**Drive-strength map**

Bar = 20 um.
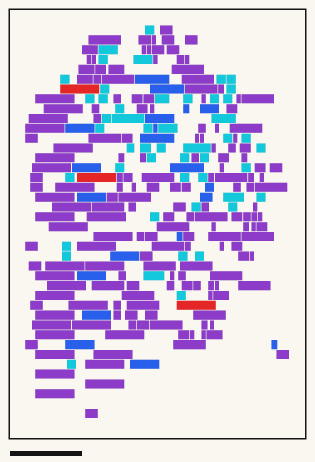
**Sequential cells colored by netlist name**

Bar = 20 um. Other sequential cells in the stronger gray, the rest of the logic in the fainter gray.
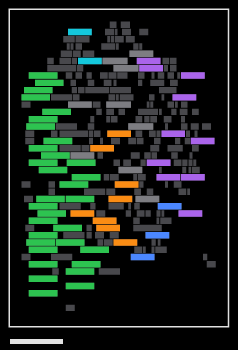
<file path="src/rtl/axis_uart_tx.sv">
// axis_uart_tx: buffered 8N1 UART transmitter fed by a non-backpressuring byte strobe.
// Bytes queue in a circular FIFO; overflowing bytes are dropped and flagged.
module axis_uart_tx #(
    parameter int WIDTH        = 8,
    parameter int CLKS_PER_BIT = 868,
    parameter int FIFO_DEPTH   = 4
) (
    input  logic                          clk,
    input  logic                          rst_n,
    input  logic                          in_valid,
    input  logic [WIDTH-1:0]              in_data,
    input  logic                          overflow_clr,
    output logic                          tx,
    output logic                          busy,
    output logic                          fifo_full,
    output logic [$clog2(FIFO_DEPTH):0]   fifo_count,
    output logic                          overflow
);
    localparam int AW = $clog2(FIFO_DEPTH);
    localparam int CW = $clog2(CLKS_PER_BIT);
    localparam int BW = $clog2(WIDTH);

    typedef enum logic [1:0] {IDLE, START, DATA, STOP} state_e;

    state_e           state_q, state_d;
    logic [CW-1:0]    baud_q, baud_d;
    logic [BW-1:0]    bit_q, bit_d;
    logic [WIDTH-1:0] shift_q, shift_d;
    logic [WIDTH-1:0] mem_q [FIFO_DEPTH];
    logic [AW-1:0]    wr_q, rd_q;
    logic [AW:0]      count_q, count_d;
    logic             ovf_q, ovf_d, tx_q, tx_d;
    logic             baud_end, has_data, pop, push, drop;

    assign baud_end  = baud_q == CW'(CLKS_PER_BIT - 1);
    assign has_data  = count_q != '0;
    assign fifo_full = count_q == (AW + 1)'(FIFO_DEPTH);
    // A pop frees a slot in the same cycle, so a push to a full FIFO survives it
    assign pop       = has_data && (state_q == IDLE || (state_q == STOP && baud_end));
    assign push      = in_valid && (!fifo_full || pop);
    assign drop      = in_valid && !push;

    always_ff @(posedge clk or negedge rst_n) begin
        if (!rst_n) state_q <= IDLE;
        else        state_q <= state_d;
    end

    always_comb begin
        state_d = state_q;
        case (state_q)
            IDLE:    if (has_data) state_d = START;
            START:   if (baud_end) state_d = DATA;
            DATA:    if (baud_end && bit_q == BW'(WIDTH - 1)) state_d = STOP;
            STOP:    if (baud_end) state_d = has_data ? START : IDLE;
            default: state_d = IDLE;
        endcase
    end

    always_comb begin
        baud_d  = (state_d != state_q || baud_end || state_q == IDLE) ? '0 : baud_q + 1'b1;
        bit_d   = (state_q != DATA) ? '0 : baud_end ? bit_q + 1'b1 : bit_q;
        shift_d = pop ? mem_q[rd_q] : (state_q == DATA && baud_end) ? shift_q >> 1 : shift_q;
        count_d = (push && !pop) ? count_q + 1'b1 : (pop && !push) ? count_q - 1'b1 : count_q;
        ovf_d   = drop || (ovf_q && !overflow_clr);
    end

    // tx is registered from the next state so the line moves on the same edge as the FSM
    always_comb begin
        tx_d = (state_d == START) ? 1'b0 : (state_d == DATA) ? shift_d[0] : 1'b1;
    end

    always_ff @(posedge clk or negedge rst_n) begin
        if (!rst_n) begin
            baud_q  <= '0;
            bit_q   <= '0;
            shift_q <= '0;
            wr_q    <= '0;
            rd_q    <= '0;
            count_q <= '0;
            ovf_q   <= 1'b0;
            tx_q    <= 1'b1;
        end else begin
            baud_q  <= baud_d;
            bit_q   <= bit_d;
            shift_q <= shift_d;
            wr_q    <= push ? wr_q + 1'b1 : wr_q;
            rd_q    <= pop ? rd_q + 1'b1 : rd_q;
            count_q <= count_d;
            ovf_q   <= ovf_d;
            tx_q    <= tx_d;
        end
    end

    always_ff @(posedge clk) begin
        if (push) mem_q[wr_q] <= in_data;
    end

    assign tx         = tx_q;
    assign busy       = state_q != IDLE;
    assign fifo_count = count_q;
    assign overflow   = ovf_q;
endmodule

</file>
<file path="config.mk">
export PLATFORM = sky130hd
export DESIGN_NAME = axis_uart_tx
export DESIGN_NICKNAME = d
export VERILOG_FILES = /design/src/rtl/axis_uart_tx.sv
export SDC_FILE = /design/constraint.sdc
export NUM_CORES = 1
export LEC_CHECK = 0
export CAP_MARGIN = 15
export CORE_ASPECT_RATIO = 1.5
export CORE_MARGIN = 4
export CORE_UTILIZATION = 35
export CTS_BUF_LIST = sky130_fd_sc_hd__clkbuf_4
export CTS_CLUSTER_DIAMETER = 50
export CTS_CLUSTER_SIZE = 12
export DETAILED_ROUTE_END_ITERATION = 6
export PLACE_DENSITY = 0.55
export RECOVER_POWER = 50
export SLEW_MARGIN = 20
export SYNTH_ARGS = -nofsm -noshare
export SYNTH_HDL_FRONTEND = slang
export SYNTH_SLANG_ARGS = --single-unit
</file>
<file path="constraint.sdc">
create_clock -name clk -period 2.3 [get_ports clk]
set_input_delay 0.46 -clock clk [delete_from_list [all_inputs] [get_ports clk]]
set_output_delay 0.46 -clock clk [all_outputs]
set_load 0.05 [all_outputs]
</file>
==> GITHUB_STEP_SUMMARY <==
### Metrics collected by this job

| Metric | Value |
|---|---|
| Crit end category | register |
| Biggest combinational cell group after synthesis | simple AND/OR/NAND/NOR gates |
| Seq Cell Count | between 60 and 70 |
| Post-synth mux share | ~8% |
| TritonRoute pass-1 iters | 2 |
| XOR-XNOR Cells, Area Fraction | under 10% |
| Sw frac | approximately 28% |
| CP max stage delay | around 410 ps |
| Most common cell after layout, fill and taps aside | edfxtp_1 |
| Cts repair resizes | 0 |
| Startpoint Class | register |
| Filler cells | 743 |
| WL/cell | around 14 um |
| Seq. pwr | approximately 1500 uW |
| Status | finished, final reports clean |
| Row cnt | around 40 |
| Post-synth EDFFs | 32 |
| Core Util at FP | a little over a third |
| Slowest CP cell | fa_2 |
| Area grow syn2layout | 23.3% |
| Chip area | roughly 9700 um2 |
| DR DRC count | 0 |
| Avg Cell Area, Syn | 14.6 um2 |
| N_taps | between 100 and 150 |
| Antenna violations before repair | 0 |
| Biggest Area Class | registers |
| Tmin final | approximately 2300 ps |
| Gr ovfl total | 0 |
| Tcrit/Tclk final | a little over nine tenths |
| Chip Area, Yosys | 2850 um2 |
| Worst flop-to-flop path endpoint | fifo_count[1] |
| Peak Freq | about 0.44 GHz |
| Slew @ Worst Pin | between 800 and 900 ps |
| Max-cap check violation count | 0 |
| Setup violations, final | 0 |
Notes on 'drive-strength map' above:
legend:
  drive 1 or less:
    color: purple
    cells: 176
    most_used: edfxtp_1
  drive 2:
    color: blue
    cells: 20
    most_used: mux4_2
  drive 6 and up:
    color: red
    cells: 3
    most_used: bufinv_16
  drive 3 to 4:
    color: cyan
    cells: 49
    most_used: buf_4

Notes on 'sequential cells colored by netlist name' above:
legend:
  bit_q:
    color: blue
    flops: 3
  baud_q:
    color: purple
    flops: 10
  wr_q:
    color: cyan
    flops: 2
  shift_q:
    color: orange
    flops: 8
  mem_q:
    color: green
    flops: 32

routing by layer:
metal	global-route usage (%)	wire length, um	share of wire, %	vias up
li1	-	-	-	819
met1	13.5	2140	43	840
met2	19.2	2580	52	20
met3	2.29	117	2.3	11
met4	8.42	163	3.3	0
met5	0	0	0	-
critical path: cells and delay by family, from the launching register on:
kind	cells	cell delay, ps
fa+ha+maj	3	760
flops	1	400
compound gates	2	520
buf+inv	1	40
simple gates	1	150
mux	1	270
cell usage after synthesis (all sizes together), types with 2 or more instances:
cell type / n
o21ai: 2
buf: 6
xnor2: 11
and3: 9
xor2: 5
a221o: 6
ha: 8
mux2i: 2
mux4: 8
edfxtp: 32
dfrtp: 31
nor2b: 2
nand4: 3
and2: 7
nor2: 14
nor3: 2
nand3: 7
a21oi: 3
nand2: 10
mux2: 2
inv: 8
No activity file was given, so power comes from the tool's default toggle rates.
